Clock network drawn from the DEF:
The bar under the picture is 50 um long.
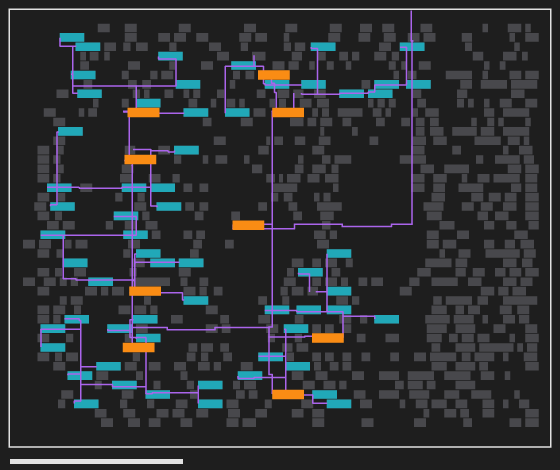
The clock network:
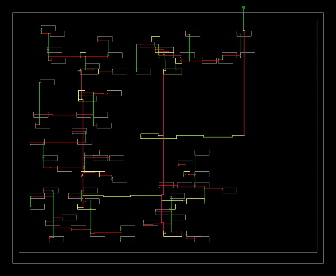
Met4 routing:
Supply wires on this layer in gray.
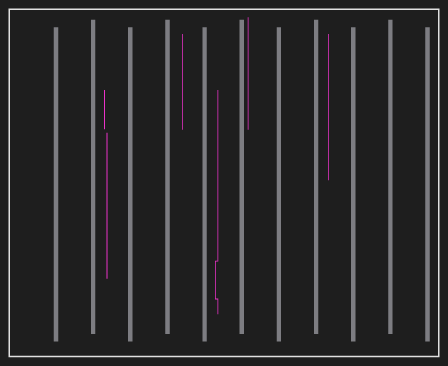
Drive-strength map:
The bar under the picture is 50 um long.
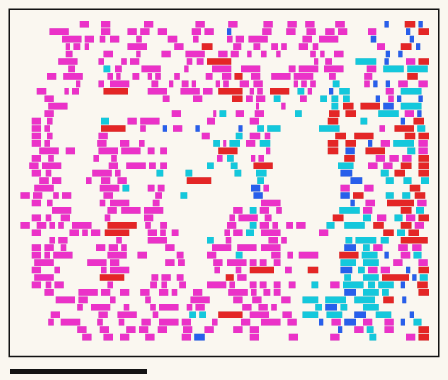
$ cat config.mk
export PLATFORM = sky130hd
export DESIGN_NAME = apb_i2c_regif
export DESIGN_NICKNAME = d
export VERILOG_FILES = /design/src/rtl/apb_i2c_regif.sv
export SDC_FILE = /design/constraint.sdc
export NUM_CORES = 1
export LEC_CHECK = 0
export ABC_AREA = 0
export CAP_MARGIN = 30
export CELL_PAD_IN_SITES_DETAIL_PLACEMENT = 1
export CELL_PAD_IN_SITES_GLOBAL_PLACEMENT = 2
export CORE_ASPECT_RATIO = 0.8
export CORE_MARGIN = 3
export CORE_UTILIZATION = 18
export DETAILED_ROUTE_END_ITERATION = 10
export GPL_ROUTABILITY_DRIVEN = 0
export HOLD_SLACK_MARGIN = 0.05
export PLACE_DENSITY_LB_ADDON = 0.1
export RECOVER_POWER = 25
export SETUP_SLACK_MARGIN = 0.02
export SLEW_MARGIN = 10
export SYNTH_ARGS = -nofsm -noshare
export SYNTH_HDL_FRONTEND = slang
export SYNTH_SLANG_ARGS = --single-unit
$ cat constraint.sdc
create_clock -name PCLK -period 2.1 [get_ports PCLK]
set_clock_uncertainty 0.15 [all_clocks]
set_input_delay 0.315 -clock PCLK [delete_from_list [all_inputs] [get_ports PCLK]]
set_output_delay 0.315 -clock PCLK [all_outputs]
set_load 0.01 [all_outputs]
$ cat src/rtl/apb_i2c_regif.sv
// APB3 slave register interface for the I2C core: TX/RX FIFO data ports plus CONFIG/TIMEOUT registers.
// Latency: zero wait states. PREADY, PRDATA, PSLVERR, WR_ENA and RD_ENA are combinational; the registers update on the closing edge.
// Backpressure: none is applied to APB. A read of an empty RX FIFO, an unmapped address, or a core ERROR is reported on PSLVERR.
module apb_i2c_regif (
  input  logic        PCLK,
  input  logic        PRESETn,
  input  logic        PSELx,
  input  logic        PENABLE,
  input  logic        PWRITE,
  input  logic [31:0] PADDR,
  input  logic [31:0] PWDATA,
  output logic [31:0] PRDATA,
  output logic        PREADY,
  output logic        PSLVERR,
  output logic [31:0] WRITE_DATA_ON_TX,
  output logic        WR_ENA,
  input  logic [31:0] READ_DATA_ON_RX,
  output logic        RD_ENA,
  input  logic        TX_EMPTY,
  input  logic        RX_EMPTY,
  input  logic        ERROR,
  output logic        INT_TX,
  output logic        INT_RX,
  output logic [13:0] INTERNAL_I2C_REGISTER_CONFIG,
  output logic [13:0] INTERNAL_I2C_REGISTER_TIMEOUT
);

  localparam logic [31:0] ADDR_TX  = 32'h0000_0000;
  localparam logic [31:0] ADDR_RX  = 32'h0000_0004;
  localparam logic [31:0] ADDR_CFG = 32'h0000_0008;
  localparam logic [31:0] ADDR_TMO = 32'h0000_000C;

  // PRESETn is active-high despite its name; it gates every access.
  logic        acc;
  logic        wr_acc;
  logic        rd_acc;
  logic        hit_tx, hit_rx, hit_cfg, hit_tmo, unmapped;
  logic [31:0] tx_dat_d, tx_dat_q;
  logic [13:0] cfg_d, cfg_q;
  logic [13:0] tmo_d, tmo_q;

  assign acc      = PSELx & PENABLE & ~PRESETn;
  assign wr_acc   = acc & PWRITE;
  assign rd_acc   = acc & ~PWRITE;
  assign hit_tx   = (PADDR == ADDR_TX);
  assign hit_rx   = (PADDR == ADDR_RX);
  assign hit_cfg  = (PADDR == ADDR_CFG);
  assign hit_tmo  = (PADDR == ADDR_TMO);
  assign unmapped = ~(hit_tx | hit_rx | hit_cfg | hit_tmo);

  // Bus response, FIFO strobes and read mux. Everything is zero outside an access.
  always_comb begin
    PREADY  = acc;
    WR_ENA  = wr_acc & hit_tx;
    RD_ENA  = rd_acc & hit_rx & ~RX_EMPTY;
    PSLVERR = acc & (ERROR | unmapped | (~PWRITE & hit_rx & RX_EMPTY));
    PRDATA  = 32'h0;
    if (rd_acc) begin
      if (hit_rx && !RX_EMPTY) PRDATA = READ_DATA_ON_RX;
      else if (hit_cfg)        PRDATA = {18'h0, cfg_q};
      else if (hit_tmo)        PRDATA = {18'h0, tmo_q};
    end
  end

  // Next-state of the registers: only a write access to their address changes them.
  always_comb begin
    tx_dat_d = tx_dat_q;
    cfg_d    = cfg_q;
    tmo_d    = tmo_q;
    if (wr_acc && hit_tx)  tx_dat_d = PWDATA;
    if (wr_acc && hit_cfg) cfg_d    = PWDATA[13:0];
    if (wr_acc && hit_tmo) tmo_d    = PWDATA[13:0];
  end

  // Register state with synchronous active-high reset.
  always_ff @(posedge PCLK) begin
    if (PRESETn) begin
      tx_dat_q <= 32'h0;
      cfg_q    <= 14'h0;
      tmo_q    <= 14'h0;
    end else begin
      tx_dat_q <= tx_dat_d;
      cfg_q    <= cfg_d;
      tmo_q    <= tmo_d;
    end
  end

  assign WRITE_DATA_ON_TX              = tx_dat_q;
  assign INTERNAL_I2C_REGISTER_CONFIG  = cfg_q;
  assign INTERNAL_I2C_REGISTER_TIMEOUT = tmo_q;
  assign INT_TX                        = TX_EMPTY & ~PRESETn;
  assign INT_RX                        = ~RX_EMPTY & ~PRESETn;

endmodule

==> results.txt <==
impl run done, here's what came out: Nets=700, Pins Over Slew Limit=0, Req. time, crit path=1.63 ns, Post-synth regs=60, Max clock buf depth=2, Worst Max-Slew Pin Slew=0.607 ns, clock buffers=9, XOR Share, Synth=0, Hold EP=WRITE_DATA_ON_TX[26], vias in the first global route=4,152, MI comb cells=259, fill cell count=1,947, highest metal used=met4, Largest delay share family, worst path=buffers and inverters, CTS clk-pin slew, worst paths=0.06 ns, met3 wire length=1040 um, Total Wirelength=15,800 um, area fraction in compound gates=0.137, Sequential Power Share=0.373, Syn-to-layout area delta=105%, Metal-1 WL=7280 um, kind of critical path=in2out, port bufs=201, placed inst area=5970 um^2, die area=19,700 um^2, FF-to-FF path depth=3, Power Density=458 nW/um^2, P_seq=0.00114 W, RSZ-0062 raised after global routing=true, Comb/total area=0.343, DIE HEIGHT=126 um, drt first pass iters=4, Crit. Startpoint=PADDR[9], yosys warns=0, internal power consumption=0.00230 W, clock share of power=0.503, CTS Sinks=60, Critical Path Fanout Max=5, Mapped Avg Cell Area=9.06 um^2, DRC viols=0, Placed Cells incl. Taps=794, Mapped Area=3250 um^2, core box area=17,500 um^2, net switching share of the total power=0.247, cycle use final=1.17, HP Start=WRITE_DATA_ON_TX[26], GR Util met3=0.0412, clk_lat worst skew=0.33 ns, fin area=6660 um^2, Main power group=the clock network, mux share=0.129, floorplan utilization=0.185, Pleak=2.66 nW, reg-to-reg startpoint=INTERNAL_I2C_REGISTER_TIMEOUT[0], Max transition margin=0.595, GRT met2 Usage=0.251, Most used DFF post-synth=dfxtp_1, GR peak layer=met2, P_comb=0.000378 W, Dominant comb cell=simple AND/OR/NAND/NOR gates, All-Layer GR Usage=0.159, global-route wire length before repair=24,100 um, # rows=43, status=finished, violations left, vias per std cell=4.47, post-route worst setup slack=-0.364 ns, Slowest cell on crit path=nor4_4, Reg area=1200 um^2, num tapcells=225, CTS tree=built, Mapped Nets=463, worst-path cell chain=buf_2 -> nor4_4 -> nand4_1 -> buf_4 -> nor4_4 -> buf_6 -> buf_12 -> buf_12 -> buf_16 -> and2_4 -> buf_6, WP depth=11, Tool Warnings=29, Non-clock buffers=265, YS chip area=3250 um^2, num ports=202, CTS hold repair buffers=0, cells in synth_stat.txt=359, most frequent cells in the layout=clkdlybuf4s50_1 (128), dfxtp_1 (60), nand2b_1 (56), final setup violation count=35, r2r endpoint=INTERNAL_I2C_REGISTER_TIMEOUT[0], met1 GRT Util=0.207, antenna violations before repair=2, grt total ovfl=0, total power=0.00305 W, Final Core Density=0.380, post-cts sizing count=330, P_sw=0.000755 W, H-Tree Level Count=3, share of cells above drive strength 1=0.333, WHS=0.318 ns, hold path depth=2, sequential share of the synthesized area=0.369, initial DRC count=116, seq_cells=60, Setup TNS Final=-8.99 ns, logic area=2290 um^2, routed wire length per instance=19.1 um, MaxCap Viol Count=0, failing checks=setup timing
Back to the opening pictures, 'clock network drawn from the DEF':
clock drivers -> orange  # count 9
flip-flops -> cyan  # count 60
clock wires -> purple  # length 1,000 um
routed clock nets = 10

Back to the opening pictures, 'the clock network':
number of CTS-inserted buffers: 9
Clk. pwr: 0.00154 W

Back to the opening pictures, 'met4 routing':
share of all routed wire = 1.8%
nets with wire on the layer = 4
main direction = vertical
wire length on this layer = 279 um

Back to the opening pictures, 'drive-strength map':
_6 and larger -> red  # cells 64, share 11%, most used buf_6
_2 cells -> blue  # cells 46, share 7.7%, most used buf_2
_0 and _1 cells -> magenta  # cells 401, share 67%, most used clkdlybuf4s50_1
_3 and _4 cells -> cyan  # cells 90, share 15%, most used buf_4

## cells in the mapped netlist (2+ instances only)
cell,count,area (um^2)
a21o_1,14,105
clkbuf_1,24,90.1
nor4_2,7,87.6
buf_2,9,45.0
nand3_1,2,10.0
buf_1,2,7.51
a21oi_1,18,90.1
mux2i_1,42,420
nand4_1,21,131
nor2_1,4,15.0
and2_1,18,113
nor3_1,15,75.1
buf_4,3,22.5
nor4_1,14,87.6
and4_1,2,17.5
dfxtp_1,60,1200
nand2b_1,57,357
o31ai_1,18,135
nor2b_1,2,12.5
a22oi_1,14,105
or3_1,2,12.5
## registers in the layout (all words and copies together) (netlist names)
name	count
INTERNAL_I2C_REGISTER_CONFIG	14
INTERNAL_I2C_REGISTER_TIMEOUT	14
WRITE_DATA_ON_TX	32
No activity file was given, so power comes from the tool's default toggle rates.
